Fig. 1: run 1, metal 1
(10 px per um) Supply wires on this layer in grey.
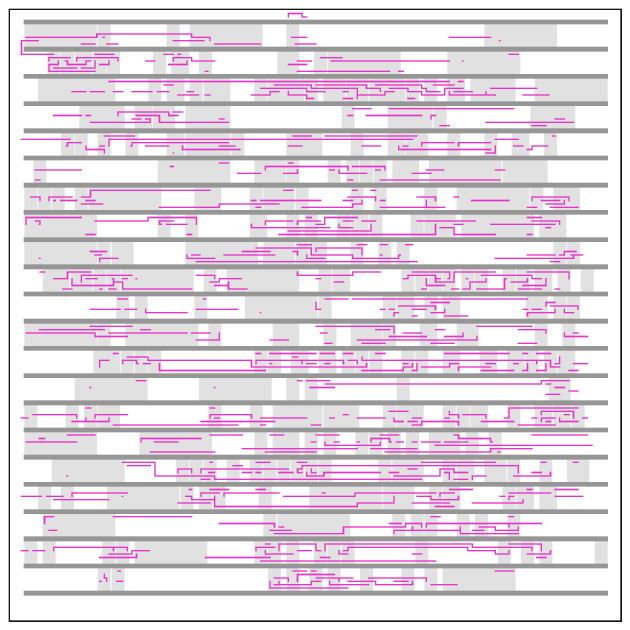
Fig. 2: run 1, wiring by layer
(8 px per um) Two of the layers only.
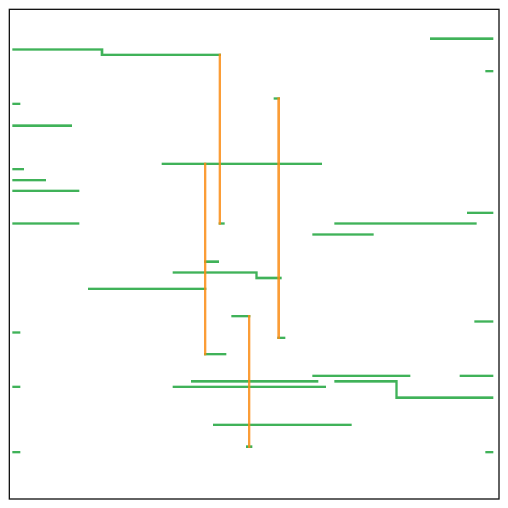
Fig. 3: run 1, where the registers sit
(8 px per um) Other sequential cells in the stronger grey, the rest of the logic in the fainter grey.
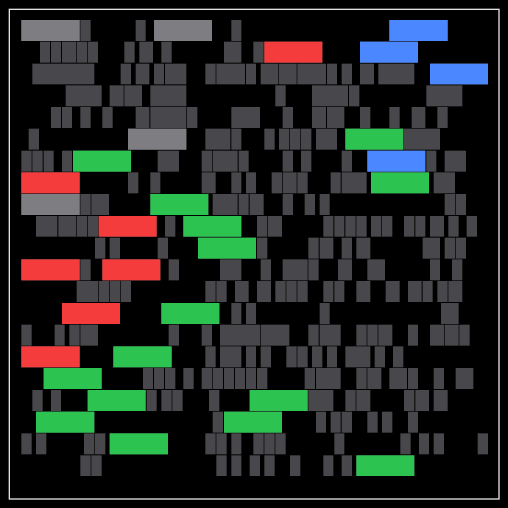
Design hazard_ctrl, sky130hd; sources not shown.
==> impl_metrics.json, run 1 <==
{
  "status": "completed",
  "cts_root_buf": "clkbuf_4",
  "dr.first_iter.drc_count": 60,
  "worst_setup_path_start_kind": "primary input",
  "fin_hold_ws_ns": 0.423,
  "drt_pass1_iterations": 5,
  "worst-setup-path-type": "in2out",
  "cp.required_ns": 3.60,
  "hold_depth": 2,
  "cts.repair.resized": 0,
  "setup_viol": 0,
  "maxSlewViolCount": 0,
  "topCellsByArea": "dfxtp_1, nand2_1, nor2_1, inv_1, nand3_1",
  "ys_top_logic_family": "simple AND/OR/NAND/NOR gates",
  "synth_async_sr_flop_share_pct": 0,
  "edf_count": 0,
  "comb_area_um2": 921,
  "grt.overflow.total": 0,
  "clock.latency.late_pin_ns": 0.33,
  "rows": 21,
  "ys_area_um2": 1740,
  "maxCapViolations": 0,
  "synth_cells": 271,
  "dpl.cell_count": 313,
  "cts.path.max_buffers": 2,
  "synthFlopType": "dfxtp_1",
  "grt_pass1_vias": 1414,
  "fmax_mhz": 236,
  "post_cts_buffers": 0,
  "grt_max_degree": 23,
  "nets": 304,
  "htree_levels": 2,
  "synthTopCellsByCount": "nand2_1, nor2_1, inv_1",
  "cts_buffers": 5,
  "cts_tree": "yes",
  "die_h_um": 61.0,
  "ioPinCount": 34,
  "peakVddDrop_mv": 0.178,
  "drc": 0,
  "syn_area_um2": 1740,
  "clock_sinks": 30,
  "setup_tns_ns": 0
}
Back to the opening pictures, Fig. 1:
The layer holds 45% of the routed length. The wires run mostly horizontal.
Vias: 1573
GR Util met1: 29.1%

Back to the opening pictures, Fig. 2:
Key: metal 3 = green [wire length 241 um]; metal 4 = orange [wire length 91.1 um]
All-Layer GR Usage: 23.6%
post-DR wirelength/cell: 11.8 um
Routed WL: 3.79 mm

Back to the opening pictures, Fig. 3:
Key: ent_q = red [sequential cells 7]; byp_sel = blue [sequential cells 4, where top right]; dst_q = green [sequential cells 15]
sequential cell area: 601 um2
flop share of the area: 32.7%
final core occ: 55.1%
P_seq: 268 uW

## run 1: cell type report
type                       count  share of cell area [%]
multi-input combinational    185                    50.1
sequential                    30                    32.7
inverter                      52                    10.6
tap                           46                    3.13
clock buffer                   6                    2.79
clock inverter                 2                   0.681
## run 1: kinds of logic (layout without fill, tap and decap cells)
kind of cell | Yosys count | in the layout
other | 1 | 1
and+or+nand+nor | 157 | 157
buffers and inverters | 56 | 60
adders and majority gates | 4 | 4
AOI/OAI and AO/OA | 16 | 16
xor gates and xnor gates | 7 | 7
DFF | 30 | 30
## run 1: metrics by stage
stage               total power [mW]  area (um2)  setup WS, ns
finish                         0.493        1840         0.571
floorplan                      0.332        1740         0.849
global placement               0.340        1770         0.542
CTS                            0.502        1840         0.527
detailed placement             0.340        1770         0.536
global route                   0.524        1840         0.233
## run 1: routing by layer
layer / GRT usage (%) / up-vias / wire length, um
li1: - / 835 / -
met1: 29.1 / 679 / 1720
met2: 38.8 / 49 / 1750
met3: 6.30 / 10 / 241
met4: 9.74 / 0 / 91
met5: 0 / - / 0
## run 1: worst max-delay path: stages
cell     delay, ns
inv_1         0.10
nand2_1       0.09
a21oi_1       0.12
nand3_1       0.07
nor4_1        0.42
nor2_1        0.13
inv_1         0.08
ha_1          0.15
nand2_1       0.05
nand2_1       0.06
nand2_2       0.09
nand2_1       0.07
nand2_1       0.04
inv_1         0.34
## run 1: report_power, final
group	switching, mW	internal [mW]	total (mW)
Combinational	0.0415	0.0243	0.0658
Sequential	0.00951	0.259	0.268
Clock	0.0890	0.0703	0.159
## run 1: cell usage in the layout (no fill, tap or decap), types with 3 or more instances in the layout
cell,instances
nor3_1,6
ha_1,4
nand2_1,70
nand2_2,3
dfxtp_1,30
nand4_1,3
inv_2,6
xor2_1,5
clkbuf_4,5
inv_1,46
nor4_1,3
o21ai_0,5
a21oi_1,6
nand3_1,11
nor2_1,49
nand3_2,3
Fig. 4: run 1, routing congestion
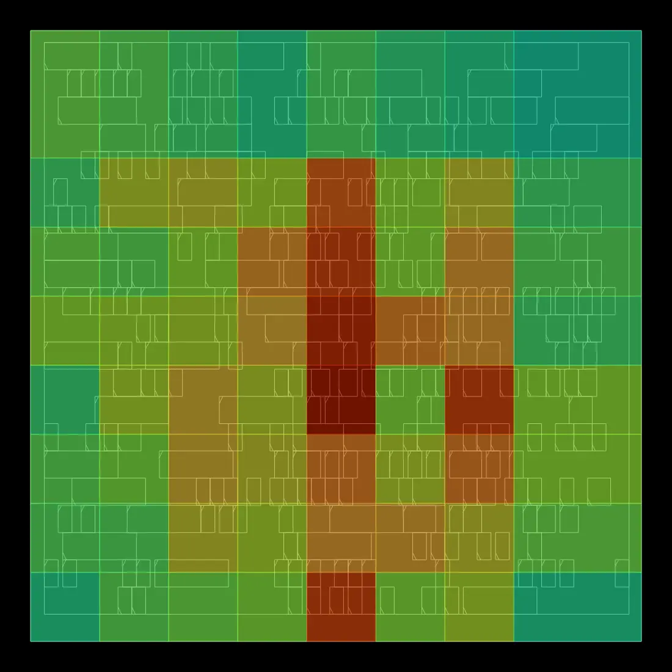

==> inputs of run 2 (changes only) <==
- ABC_CLOCK_PERIOD_IN_PS: 4800 -> 5300
- clock period: 4.8 -> 5.3 ns (I/O delays scaled with it)
Fig. 5: run 2, routing congestion
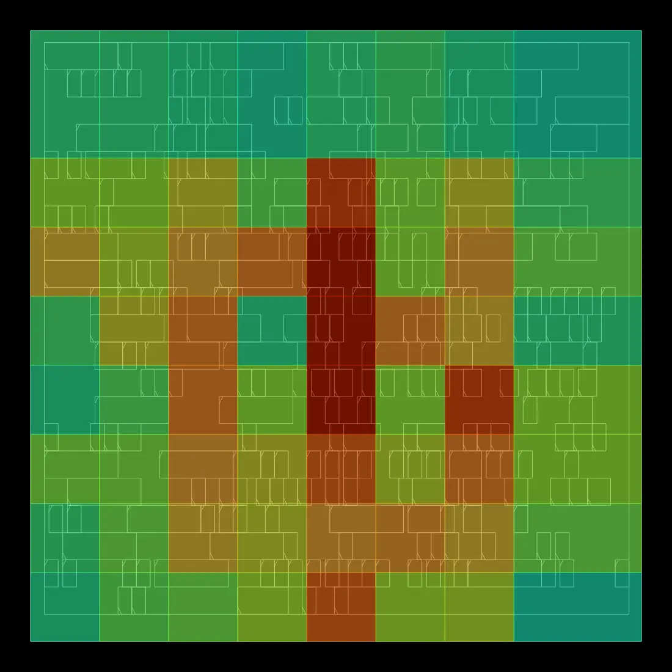
Most Crowded Layer GR: met2
post-DR wirelength/cell: 11.7 um

==> run 2 against run 1 <==
Critical path depth unchanged. First-iteration DRC count fell by 25%. Highest routed layer unchanged. Non-clock buffer count unchanged. Clock-buffer cell count is the same. Clock skew is essentially flat. Combinational power fell by 9.4%. Largest power group unchanged. Core utilization stayed put. Worst hold slack gained 0.00099 ns. Clock power fell by 9%. Via count decreased by 0.76%. Largest cell class unchanged. Sequential power fell by 9.3%. Register-to-register slack better by 0.52 ns.
==> impl_metrics.json, run 2 <==
{
  "htree_levels": 2,
  "status": "completed",
  "setup_viol": 0,
  "slowest_stage": "nor4_1",
  "cts_buffers": 5,
  "topCellsByArea": "dfxtp_1, nand2_1, nor2_1, inv_1, nand3_1",
  "maxSlewViolCount": 0,
  "comb_area_um2": 921,
  "synth_async_sr_flop_share_pct": 0,
  "cts.repair.resized": 0,
  "fin_area_um2": 1840,
  "worst_setup_path_start_kind": "primary input",
  "cts.path.max_buffers": 2,
  "ioPinCount": 34,
  "cp_common_cell": "nand2_1",
  "dr.first_iter.drc_count": 45,
  "clock.latency.late_pin_ns": 0.33,
  "vias": 1561,
  "clock_sinks": 30,
  "syn_area_um2": 1740,
  "drt_pass1_iterations": 4,
  "ys_top_logic_family": "simple AND/OR/NAND/NOR gates",
  "cp.required_ns": 3.97,
  "maxCapViolations": 0,
  "cts_tree": "yes",
  "worst-setup-path-type": "in2out",
  "synthFlopType": "dfxtp_1",
  "peakVddDrop_mv": 0.157,
  "lay_top_count": "nand2_1",
  "wirelength_mm": 3.76
}
==> run 2: cell counts after synthesis <==
Identical to the previous run, type by type.
==> run 2: per-stage QoR <==
| stage | power (mW) | std cells | hold WS [ns] | setup slack (ns) |
|---|---|---|---|---|
| after global routing | 0.476 | 321 | 0.459 | 0.499 |
| after global placement | 0.308 | 313 | 0.413 | 0.792 |
| after detailed placement | 0.308 | 313 | 0.410 | 0.798 |
| after CTS | 0.453 | 321 | 0.427 | 0.785 |
| after floorplan | 0.301 | 271 | 0.403 | 1.10 |
| final | 0.446 | 321 | 0.424 | 0.822 |
==> run 2: power by group <==
group | leakage [nW] | switching (mW) | internal (mW) | total [mW]
Clock | 0.0343 | 0.0798 | 0.0637 | 0.144
Combinational | 0.597 | 0.0376 | 0.0220 | 0.0596
Sequential | 0.245 | 0.00861 | 0.234 | 0.243
==> run 2: per-layer routing <==
metal  GRT usage [%]  vias to the layer above  wire length (um)
met5               0                        -                 0
met4            11.0                        0               104
met3            6.51                       10               239
met2            38.7                       55              1700
met1            27.8                      665              1710
li1                -                      831                 -
==> run 2: logic make-up after synthesis <==
family | Yosys count
buffers and inverters | 56
xor gates and xnor gates | 7
and+or+nand+nor | 157
adders and majority gates | 4
DFF | 30
other | 1
AOI/OAI and AO/OA | 16
==> run 2: critical path, delay by kind of cell <==
kind,cells,cell delay [ns]
adders and majority gates,1,0.14
and+or+nand+nor,9,1.04
buffers and inverters,3,0.51
AOI/OAI and AO/OA,1,0.13
==> run 2: layout make-up <==
cell class	instances	area share, %
clock buffer	6	2.79
clock inverter	2	0.681
tap	46	3.13
multi-input combinational	185	50.1
inverter	52	10.6
sequential	30	32.7
No activity file was given, so power comes from the tool's default toggle rates.
